File: src/rtl/force_arb_ctrl.sv
// rtl/force_arb_ctrl.sv - two-requester round-robin arbiter over forceable signal slots
module force_arb_ctrl #(
  parameter int WIDTH = 32,
  parameter int NSIG  = 4,
  parameter int IDXW  = 4
) (
  input  logic                    clk,
  input  logic                    rst,

  input  logic                    req_a_valid,
  output logic                    req_a_ready,
  input  logic [1:0]              req_a_op,
  input  logic [IDXW-1:0]         req_a_idx,
  input  logic [WIDTH-1:0]        req_a_mask,
  input  logic [WIDTH-1:0]        req_a_value,

  input  logic                    req_b_valid,
  output logic                    req_b_ready,
  input  logic [1:0]              req_b_op,
  input  logic [IDXW-1:0]         req_b_idx,
  input  logic [WIDTH-1:0]        req_b_mask,
  input  logic [WIDTH-1:0]        req_b_value,

  output logic                    rsp_a_valid,
  input  logic                    rsp_a_ready,
  output logic [WIDTH-1:0]        rsp_a_data,
  output logic                    rsp_a_err,

  output logic                    rsp_b_valid,
  input  logic                    rsp_b_ready,
  output logic [WIDTH-1:0]        rsp_b_data,
  output logic                    rsp_b_err,

  input  logic [NSIG*WIDTH-1:0]   drv_in,
  output logic [NSIG*WIDTH-1:0]   eff_out,
  output logic [NSIG*WIDTH-1:0]   frc_en
);

  localparam logic [1:0] OP_FORCE       = 2'b00;
  localparam logic [1:0] OP_RELEASE     = 2'b01;
  localparam logic [1:0] OP_RELEASE_ALL = 2'b10;
  localparam logic [1:0] OP_READ        = 2'b11;

  typedef enum logic [1:0] {
    S_IDLE  = 2'd0,
    S_APPLY = 2'd1,
    S_RESP  = 2'd2
  } state_t;

  state_t                 state;
  logic                   last_b;   // 1: requester b holds the last grant
  logic                   cur_b;    // requester owning the in-flight request
  logic [1:0]             op_q;
  logic [IDXW-1:0]        idx_q;
  logic [WIDTH-1:0]       mask_q;
  logic [WIDTH-1:0]       value_q;

  logic [NSIG*WIDTH-1:0]  fen;
  logic [NSIG*WIDTH-1:0]  fval;
  logic [NSIG*WIDTH-1:0]  fen_nxt;
  logic [NSIG*WIDTH-1:0]  fval_nxt;
  logic [WIDTH-1:0]       rsp_data_nxt;
  logic                   rsp_err_nxt;

  logic                   grant_a;
  logic                   grant_b;
  logic [31:0]            idx_ext;
  logic                   idx_ok;

  // Forced bits take the force value, all others pass drv_in straight through
  assign eff_out = (fen & fval) | (~fen & drv_in);
  assign frc_en  = fen;

  // Round-robin: on a tie the requester that did not win last time goes first
  assign grant_a     = (state == S_IDLE) && req_a_valid && (!req_b_valid || last_b);
  assign grant_b     = (state == S_IDLE) && req_b_valid && !grant_a;
  assign req_a_ready = grant_a;
  assign req_b_ready = grant_b;

  assign idx_ext = 32'(idx_q);
  assign idx_ok  = idx_ext < 32'(NSIG);

  // Post-update force state and response word for the latched request
  always_comb begin
    fen_nxt      = fen;
    fval_nxt     = fval;
    rsp_data_nxt = '0;
    rsp_err_nxt  = 1'b0;
    if (op_q == OP_RELEASE_ALL) begin
      fen_nxt = '0;
    end else if (!idx_ok) begin
      rsp_err_nxt = 1'b1;
    end else begin
      for (int k = 0; k < NSIG; k++) begin
        if (idx_ext == 32'(k)) begin
          case (op_q)
            OP_FORCE: begin
              fen_nxt[k*WIDTH +: WIDTH]  = fen[k*WIDTH +: WIDTH] | mask_q;
              fval_nxt[k*WIDTH +: WIDTH] = (fval[k*WIDTH +: WIDTH] & ~mask_q)
                                         | (value_q & mask_q);
            end
            OP_RELEASE: begin
              fen_nxt[k*WIDTH +: WIDTH] = fen[k*WIDTH +: WIDTH] & ~mask_q;
            end
            OP_READ, OP_RELEASE_ALL: begin
            end
          endcase
          rsp_data_nxt = (fen_nxt[k*WIDTH +: WIDTH] & fval_nxt[k*WIDTH +: WIDTH])
                       | (~fen_nxt[k*WIDTH +: WIDTH] & drv_in[k*WIDTH +: WIDTH]);
        end
      end
    end
  end

  // Request FSM: grant and latch, apply one cycle, hold response until accepted
  always_ff @(posedge clk) begin
    if (rst) begin
      state       <= S_IDLE;
      last_b      <= 1'b1;
      cur_b       <= 1'b0;
      op_q        <= OP_FORCE;
      idx_q       <= '0;
      mask_q      <= '0;
      value_q     <= '0;
      fen         <= '0;
      fval        <= '0;
      rsp_a_valid <= 1'b0;
      rsp_a_data  <= '0;
      rsp_a_err   <= 1'b0;
      rsp_b_valid <= 1'b0;
      rsp_b_data  <= '0;
      rsp_b_err   <= 1'b0;
    end else begin
      case (state)
        S_IDLE: begin
          if (grant_a || grant_b) begin
            cur_b   <= grant_b;
            last_b  <= grant_b;
            op_q    <= grant_b ? req_b_op    : req_a_op;
            idx_q   <= grant_b ? req_b_idx   : req_a_idx;
            mask_q  <= grant_b ? req_b_mask  : req_a_mask;
            value_q <= grant_b ? req_b_value : req_a_value;
            state   <= S_APPLY;
          end
        end
        S_APPLY: begin
          fen  <= fen_nxt;
          fval <= fval_nxt;
          if (cur_b) begin
            rsp_b_valid <= 1'b1;
            rsp_b_data  <= rsp_data_nxt;
            rsp_b_err   <= rsp_err_nxt;
          end else begin
            rsp_a_valid <= 1'b1;
            rsp_a_data  <= rsp_data_nxt;
            rsp_a_err   <= rsp_err_nxt;
          end
          state <= S_RESP;
        end
        S_RESP: begin
          if ((rsp_a_valid && rsp_a_ready) || (rsp_b_valid && rsp_b_ready)) begin
            rsp_a_valid <= 1'b0;
            rsp_a_data  <= '0;
            rsp_a_err   <= 1'b0;
            rsp_b_valid <= 1'b0;
            rsp_b_data  <= '0;
            rsp_b_err   <= 1'b0;
            state       <= S_IDLE;
          end
        end
        default: begin
          state <= S_IDLE;
        end
      endcase
    end
  end

endmodule
File: config.mk
export PLATFORM = sky130hd
export DESIGN_NAME = force_arb_ctrl
export DESIGN_NICKNAME = d
export VERILOG_FILES = /design/src/rtl/force_arb_ctrl.sv
export SDC_FILE = /design/constraint.sdc
export NUM_CORES = 1
export LEC_CHECK = 0
export CORE_AREA = 2 2 235 237
export CTS_CLUSTER_DIAMETER = 60
export CTS_CLUSTER_SIZE = 24
export DETAILED_ROUTE_END_ITERATION = 12
export DIE_AREA = 0 0 237 239
export PLACE_DENSITY = 0.77
export RECOVER_POWER = 25
export SLEW_MARGIN = 20
export SYNTH_ARGS = -nofsm -noshare
export SYNTH_HDL_FRONTEND = slang
export SYNTH_SLANG_ARGS = --single-unit
File: constraint.sdc
create_clock -name clk -period 2.8 [get_ports clk]
set_clock_uncertainty 0.05 [all_clocks]
set_input_delay 0.7 -clock clk [delete_from_list [all_inputs] [get_ports clk]]
set_output_delay 0.7 -clock clk [all_outputs]
set_load 0.1 [all_outputs]
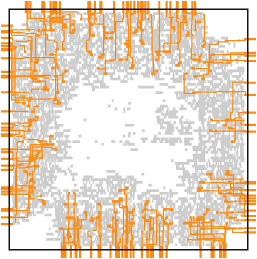
Fig. 1. Nets reached from selected ports.
Scale: 1 px per µm.
| colour | port | bits | direction | end cells | buffers | wire |
|---|---|---|---|---|---|---|
| orange | drv_in | 128 | input | 239 | 128 | 6160 µm |
IO Count: 600
I/O Buffers: 599

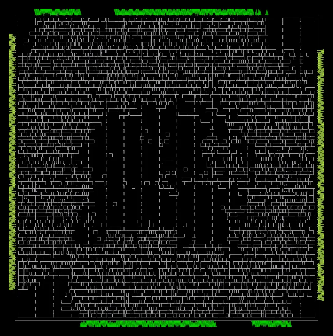
Fig. 2. Cell placement.
area of the core: 54340 µm²
layout sequential cell count: 398
Final Non-Filler Cells: 3885

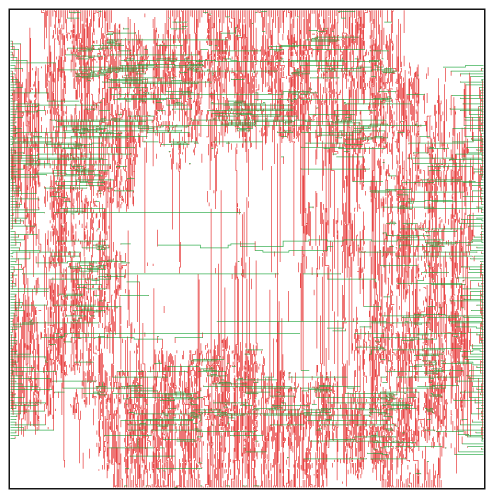
Fig. 3. Routed metal, one colour a layer.
Scale: 2 px per µm. Two of the layers only.
| colour | layer | wire length |
|---|---|---|
| green | metal 3 | 9900 µm |
| red | metal 2 | 43.9 mm |

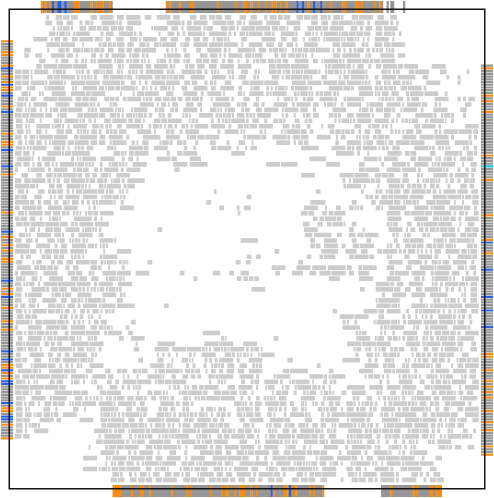
Fig. 4. Pin placement.
Scale: 2 px per µm. Pins as bars across the die edge, other pins in grey.
| colour | port | pins | direction | edge |
|---|---|---|---|---|
| orange | drv_in | 128 | input | 38 bottom, 37 top, 32 left, 21 right |
| blue | req_b_value | 32 | input | 17 left, 8 top, 5 right, 2 bottom |
| cyan | rsp_a_err | 1 | output | right |
all pins by edge: 161 top, 148 bottom, 147 left, 144 right

==> results.txt <==
Main metrics from the flow reports.

The area fraction in xor and xnor cells is 0%. After synthesis, the mean cell area works out to 7.896 µm². Global routing used 42.14% of the available met1 tracks. The core utilization before placement is 37.53%. By instance count, the leading cell after synthesis is sky130_fd_sc_hd__nand2_1. The worst-case IR drop observed on VDD is 0.4413 mV.

The report lists the number of standard-cell rows as 86. The compound-cell area share of the yosys netlist is 22.20%. The portion of synthesized area spent on multiplexers is 11.94%. Summed over all nets, wire length on met2 after detailed routing comes to 43870 µm. The post-placement cell area is 28940 µm². The yosys warning tally came out at 0. The worst slew slack as a fraction of its limit is 19.52%. The post-synth tally of flip-flops with integrated enable came out at 0. The share of flip-flops with an asynchronous set or reset after synthesis is 0%. In the layout the commonest cells are sky130_fd_sc_hd__nand2_1, sky130_fd_sc_hd__dfxtp_1, sky130_fd_sc_hd__nor2_1. The data required time of the worst path came out at 3.15 ns. Looking at the setup timing report, the critical path kind is flop to flop.

The cell class contributing the biggest share of worst-path delay is AND-OR/OR-AND gates. The chip height came out at 239 µm. The number of pins exceeding their max-slew limit in the final report is 0. The DRC violation total left in the routed layout is recorded as 0. The largest fanout of any net on the critical path is 13.

After filler insertion, the fill cell instance count of the layout stands at 4929. In this run, post-CTS repair resized a total of 2 instances. The wire length of the first global-routing pass is 140700 µm. The synth_stat.txt file lists the number of cells as 2583. The clock tree buffer count of the final layout is 41.

Per the layout area report, the combinational fraction of cell area is 38.99%. The number of logic gates came out at 1917. Per the CTS log, the buffer count on the longest clock path is 3.

The fraction of standard cell area that is sequential came out at 26.56%. The synthesized net count is 2857. The CTS clock-pin slew for the worst setup and hold paths came out at 0.07 ns.

The post-detailed-route count of antenna-violating nets came out at 0. The number of post-CTS setup repair buffers came out at 0. The number of optimization iterations in the first detailed-route pass came out at 8. The area share of the largest cell type after synthesis is 39.07%.

The share of synthesized cell area in full adder, half adder and majority cells came out at 0%. The run finished with clean final reports. Among all cell classes, the greatest summed area belongs to logic gates.

The worst-margin pin slew came out at 1.203 ns. For this block, the via count after detailed routing is 23.09k. OpenROAD reports that the post-layout worst path occupies 97.64% of the period. Looking at the cell usage after synthesis, the top flip-flop cell is sky130_fd_sc_hd__dfxtp_1. Before CTS, the worst setup slack after placement is -0.1231 ns. The number of antenna violations at the first check in global routing came out at 4. The timing report shows the most common cell along the critical path to be sky130_fd_sc_hd__buf_4. Setup repair after global routing left no endpoint under its margin. The achievable frequency is 365.8 MHz. Per the layout report, the design carries 45 non-clock inverters. The power density of the placed cells came out at 604.7 nW/µm². The final timing report derives a shortest allowable period of 2.734 ns. The met1 wire length came out at 38930 µm. The worst hold path terminates at rsp_b_data[24]. The synthesized instance count is 2583. Between the synthesized netlist and the finished layout, the area growth was recorded as 47.24%. OpenSTA lists the critical path startpoint as idx_q[1].
==> worst max path at each step <==
stage                                end  slack (ns)  cells past startpoint
after floorplan            rsp_b_data[4]        0.06                      5
after global placement    rsp_b_data[18]       -0.07                      7
after detailed placement  rsp_b_data[18]       -0.12                      7
after CTS                 rsp_b_data[11]        0.06                      8
after global routing      rsp_b_data[28]      0.0008                      6
final                     rsp_b_data[12]        0.07                      6
==> power by group <==
| group | internal [µW] | total (µW) | switching (µW) |
|---|---|---|---|
| Clock | 3230 | 6020 | 2790 |
| Combinational | 2030 | 5910 | 3880 |
| Sequential | 5880 | 6230 | 351 |
| Total | 11100 | 18200 | 7020 |
Power figures rest on the tool's default switching activity, not on a simulated workload.
